===== config.mk =====
export PLATFORM = sky130hd
export DESIGN_NAME = mdu_hilo
export DESIGN_NICKNAME = d
export VERILOG_FILES = /design/src/rtl/mdu_hilo.sv
export SDC_FILE = /design/constraint.sdc
export NUM_CORES = 1
export LEC_CHECK = 0
export ABC_CLOCK_PERIOD_IN_PS = 7990
export CORE_ASPECT_RATIO = 0.9
export CORE_MARGIN = 5
export CORE_UTILIZATION = 45
export CTS_CLUSTER_DIAMETER = 200
export CTS_CLUSTER_SIZE = 8
export DETAILED_ROUTE_END_ITERATION = 7
export PLACE_DENSITY = 0.66
export SLEW_MARGIN = 20
export SYNTH_ARGS = -nofsm -noshare
export SYNTH_HDL_FRONTEND = slang
export SYNTH_SLANG_ARGS = --single-unit
export TNS_END_PERCENT = 20

===== constraint.sdc =====
create_clock -name clk -period 7.99 [get_ports clk]
set_input_delay 1.1985 -clock clk [delete_from_list [all_inputs] [get_ports clk]]
set_output_delay 1.1985 -clock clk [all_outputs]
set_load 0.01 [all_outputs]

===== src/rtl/mdu_hilo.sv =====
// mdu_hilo -- iterative radix-2 multiply/divide unit with HI/LO registers.
//
// An operation is requested with start while idle. The operands are latched
// as magnitudes at that edge. The unit then runs one shift-add (multiply) or
// restoring shift-subtract (divide) step per clock for WIDTH clocks. On the
// last step it writes the sign-corrected result into HI/LO.
//
// Ports:
//   clk      rising-edge clock
//   rst_n    asynchronous active-low reset
//   start    request an operation (sampled only in IDLE)
//   op       00 MULT, 01 MULTU, 10 DIV, 11 DIVU
//   rs_data  multiplicand / dividend
//   rt_data  multiplier / divisor
//   hi_we    MTHI write enable (IDLE only)
//   lo_we    MTLO write enable (IDLE only)
//   wrdata   MTHI/MTLO data
//   busy     operation in progress
//   done     one-cycle pulse after the edge that committed a result
//   hi, lo   HI and LO registers
module mdu_hilo #(
    parameter int WIDTH = 32,
    parameter int CNT_W = 5
) (
    input  logic             clk,
    input  logic             rst_n,
    input  logic             start,
    input  logic [1:0]       op,
    input  logic [WIDTH-1:0] rs_data,
    input  logic [WIDTH-1:0] rt_data,
    input  logic             hi_we,
    input  logic             lo_we,
    input  logic [WIDTH-1:0] wrdata,
    output logic             busy,
    output logic             done,
    output logic [WIDTH-1:0] hi,
    output logic [WIDTH-1:0] lo
);

    typedef enum logic {IDLE, RUN} state_t;

    state_t             state, state_next;
    logic [CNT_W-1:0]   cnt;
    logic               is_div;
    logic               neg_res;    // product/quotient must be negated
    logic               neg_rem;    // remainder takes the dividend's sign
    logic               div_zero;
    logic [2*WIDTH-1:0] acc;        // multiply: {partial, multiplier}; divide: {remainder, quotient}
    logic [WIDTH-1:0]   opnd;       // multiplicand or divisor magnitude
    logic               last;

    // Operand decode at the start edge
    logic               op_signed;
    logic               rs_neg, rt_neg;
    logic [WIDTH-1:0]   rs_mag, rt_mag;

    // One iteration and the final sign-corrected result
    logic [WIDTH:0]     add_sum, shifted, trial;
    logic [2*WIDTH-1:0] step;
    logic [2*WIDTH-1:0] prod_s;
    logic [WIDTH-1:0]   quot_s, rem_s;
    logic [WIDTH-1:0]   hi_res, lo_res;

    assign busy = (state == RUN);
    assign last = (state == RUN) && (cnt == CNT_W'(WIDTH - 1));

    // FSM state register
    always_ff @(posedge clk or negedge rst_n) begin
        if (!rst_n) state <= IDLE;
        else        state <= state_next;
    end

    // FSM next state
    always_comb begin
        state_next = state;
        case (state)
            IDLE: if (start) state_next = RUN;
            RUN:  if (last)  state_next = IDLE;
            default: state_next = IDLE;
        endcase
    end

    always_comb begin
        op_signed = ~op[0];
        rs_neg    = op_signed & rs_data[WIDTH-1];
        rt_neg    = op_signed & rt_data[WIDTH-1];
        rs_mag    = rs_neg ? -rs_data : rs_data;
        rt_mag    = rt_neg ? -rt_data : rt_data;
    end

    always_comb begin
        // Multiply: add the multiplicand into the upper half when the current
        // multiplier bit (acc[0]) is set, then shift the whole product right.
        add_sum = {1'b0, acc[2*WIDTH-1:WIDTH]} + (acc[0] ? {1'b0, opnd} : '0);
        // Divide: bring the next dividend bit into the remainder. The partial
        // remainder is always below the divisor, so a non-negative trial
        // result fits in WIDTH bits and trial[WIDTH] acts as the borrow.
        shifted = {acc[2*WIDTH-1:WIDTH], acc[WIDTH-1]};
        trial   = shifted - {1'b0, opnd};
        if (is_div) begin
            if (!trial[WIDTH]) step = {trial[WIDTH-1:0], acc[WIDTH-2:0], 1'b1};
            else               step = {shifted[WIDTH-1:0], acc[WIDTH-2:0], 1'b0};
        end else begin
            step = {add_sum, acc[WIDTH-1:1]};
        end

        prod_s = neg_res ? -step : step;
        quot_s = neg_res ? -step[WIDTH-1:0] : step[WIDTH-1:0];
        rem_s  = neg_rem ? -step[2*WIDTH-1:WIDTH] : step[2*WIDTH-1:WIDTH];

        if (is_div) begin
            // With a zero divisor every trial subtraction succeeds. The
            // remainder therefore ends up as the dividend magnitude, and
            // re-applying the dividend sign restores the original rs value.
            lo_res = div_zero ? '1 : quot_s;
            hi_res = rem_s;
        end else begin
            lo_res = prod_s[WIDTH-1:0];
            hi_res = prod_s[2*WIDTH-1:WIDTH];
        end
    end

    // Datapath and HI/LO
    always_ff @(posedge clk or negedge rst_n) begin
        if (!rst_n) begin
            cnt      <= '0;
            is_div   <= 1'b0;
            neg_res  <= 1'b0;
            neg_rem  <= 1'b0;
            div_zero <= 1'b0;
            acc      <= '0;
            opnd     <= '0;
            hi       <= '0;
            lo       <= '0;
            done     <= 1'b0;
        end else begin
            done <= last;
            if (state == IDLE) begin
                if (hi_we) hi <= wrdata;
                if (lo_we) lo <= wrdata;
                if (start) begin
                    cnt      <= '0;
                    is_div   <= op[1];
                    neg_res  <= rs_neg ^ rt_neg;
                    neg_rem  <= rs_neg;
                    div_zero <= op[1] && (rt_data == '0);
                    if (op[1]) begin
                        acc  <= {{WIDTH{1'b0}}, rs_mag};
                        opnd <= rt_mag;
                    end else begin
                        acc  <= {{WIDTH{1'b0}}, rt_mag};
                        opnd <= rs_mag;
                    end
                end
            end else begin
                acc <= step;
                cnt <= cnt + 1'b1;
                if (last) begin
                    hi <= hi_res;
                    lo <= lo_res;
                end
            end
        end
    end

endmodule


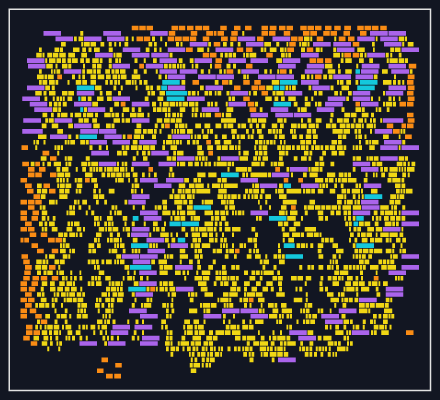
(placement by cell class)
(2 px per um)
Purple shows registers, cells 171. Cyan shows clock drivers and dummy loads, cells 32. Orange shows remaining buffers and delay cells, cells 191. Yellow shows remaining logic cells, cells 1812.
core area: 35300 um2
fraction of area in registers: 22.9%

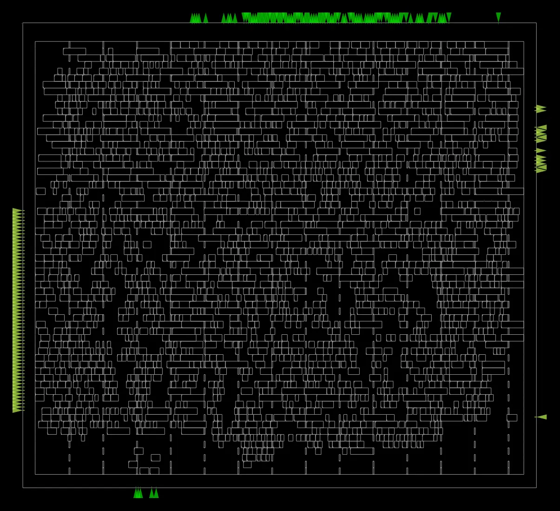
(placement view)
Filler Cell Count: 3467
registers: 171

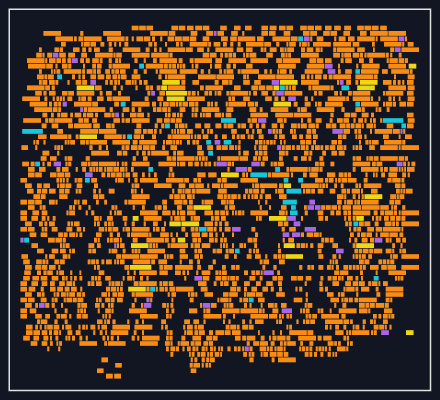
(cells by drive strength)
(2 px per um)
Yellow shows x6 and larger, cells 29, share 1.3%, most used clkbuf_16. Orange shows x1 and smaller, cells 2091, share 95%, most used nand2_1. Purple shows x2, cells 51, share 2.3%, most used mux2_2. Cyan shows x3 and x4, cells 35, share 1.6%, most used buf_4.

==> routing by layer <==
metal  track usage [%]  up-vias
met1              44.1     8185
met2              46.7      721
li1                  -     7901
met5                 0        -
met3              5.69       84
met4              9.11        0
==> power by group <==
group,internal (uW),switching (uW)
Clock,474,422
Sequential,1300,499
Combinational,2750,4610
==> cell usage in the layout, fill, tap and decap left out, types with 6 or more instances in the layout <==
cell type	instances
mux2i_1	56
and2_1	39
nand2b_1	19
clkbuf_16	17
nor3b_1	7
a21oi_1	197
nand3_1	34
xor2_1	69
dfrtp_1	169
a211oi_1	60
or2_2	6
nor2b_1	17
a31oi_1	28
clkdlybuf4s50_1	165
a2111oi_0	6
nor2_1	161
o22ai_1	47
o31ai_1	23
nand2_1	249
o31a_1	6
nand4_1	14
a21o_1	26
buf_4	22
inv_1	65
o221ai_1	6
ha_1	70
o21ai_0	178
nor4_1	17
and3_1	26
o41ai_1	9
xnor2_1	88
o21ai_1	10
or3_1	27
mux2_2	11
or4_1	12
o211ai_1	28
a41oi_1	6
o211a_1	6
o21a_1	23
nor3_1	62
==> area by class of cell <==
| class | instances | area [um2] |
|---|---|---|
| inverters | 69 | 260 |
| clock buffers | 18 | 429 |
| well taps | 469 | 587 |
| clock inverters | 14 | 180 |
| flip-flops and latches | 171 | 4290 |
| fillers | 3467 | 16600 |
| repair buffers | 191 | 1850 |
| multi-input cells | 1743 | 11100 |
==> per-stage QoR <==
stage          utilization, %  cell area [um2]  instances
4_1_cts                  52.9            18700       2675
3_5_place_dp             51.2            18100       2643
5_1_grt                  53.0            18700       2675
6_report                 53.0            18700       2675
2_1_floorplan               -            16200       2115
3_3_place_gp             51.2            18100       2643
==> final timing paths <==
check / startpoint / endpoint / slack, ns
setup / recovery: acc[31] / hi[22] / 2.25
hold / removal: lo[10] / lo[10] / 0.48
setup reg to reg: acc[31] / hi[22] / 2.25
hold reg to reg: lo[10] / lo[10] / 0.48
max in group asynchronous: rst_n / busy / 5.88
min in group asynchronous: rst_n / opnd[22] / 0.82
==> cell usage after synthesis (all sizes together), types with 28 or more instances <==
master  number
a211oi      63
a21oi      198
a31oi       28
and2        39
buf         45
clkbuf      87
dfrtp      171
ha          70
inv         67
mux2i       56
nand2      250
nand3       34
nor2       163
nor3        63
o211ai      30
o21ai      189
o22ai       47
or3         28
xnor2       88
xor2        69
==> cells by family after synthesis <==
| logic type | count (synthesis) |
|---|---|
| AOI/OAI and AO/OA | 729 |
| and+or+nand+nor | 718 |
| buffers and inverters | 201 |
| DFF | 171 |
| xor gates and xnor gates | 157 |
| adders and majority gates | 72 |
| muxes | 67 |
==> flip-flops by register name, summed over array words and instances, names as in the netlist, 5 cells and up <==
signal	flops
hi	32
cnt	5
opnd	32
lo	32
acc	64
==> results.toml <==
# implementation run metrics
[final_timing]
tightest_slew_ns = 1.16
hold_viol = 0
rsz0062_at_grt = "false"
finalSetupTns_ns = 0

[yosys]
syn_nets = 2290
numSynthFlops = 171
ys_area_um2 = 16200
ys_seq_share_pct = 26.5
syn_avg_cell_area_um2 = 7.65
syn-instance-count = 2115

[die]
boundaryPins = 169
dieHeight_um = 190
fp-utilization_pct = 45.8

[placed_design]
gp_congestion = 0.953

[grt]
grt_pass1_wl_um = 95200
antenna_found_initial = 0
grt_max_degree = 108

[flow_run]
max-cap-violations = 0

[cts]
cts_sinks = 171

[pwr]
leakagePower_uw = 0.00750

[setup_path]
max_stage_delay_ns = 0.44

[outcome]
status = "finished, final reports clean"

[route]
wl_met3_um = 4950
met2_length_um = 27800
drc = 0
wl_per_cell_um = 23.4
Power and IR drop assume default switching activity.
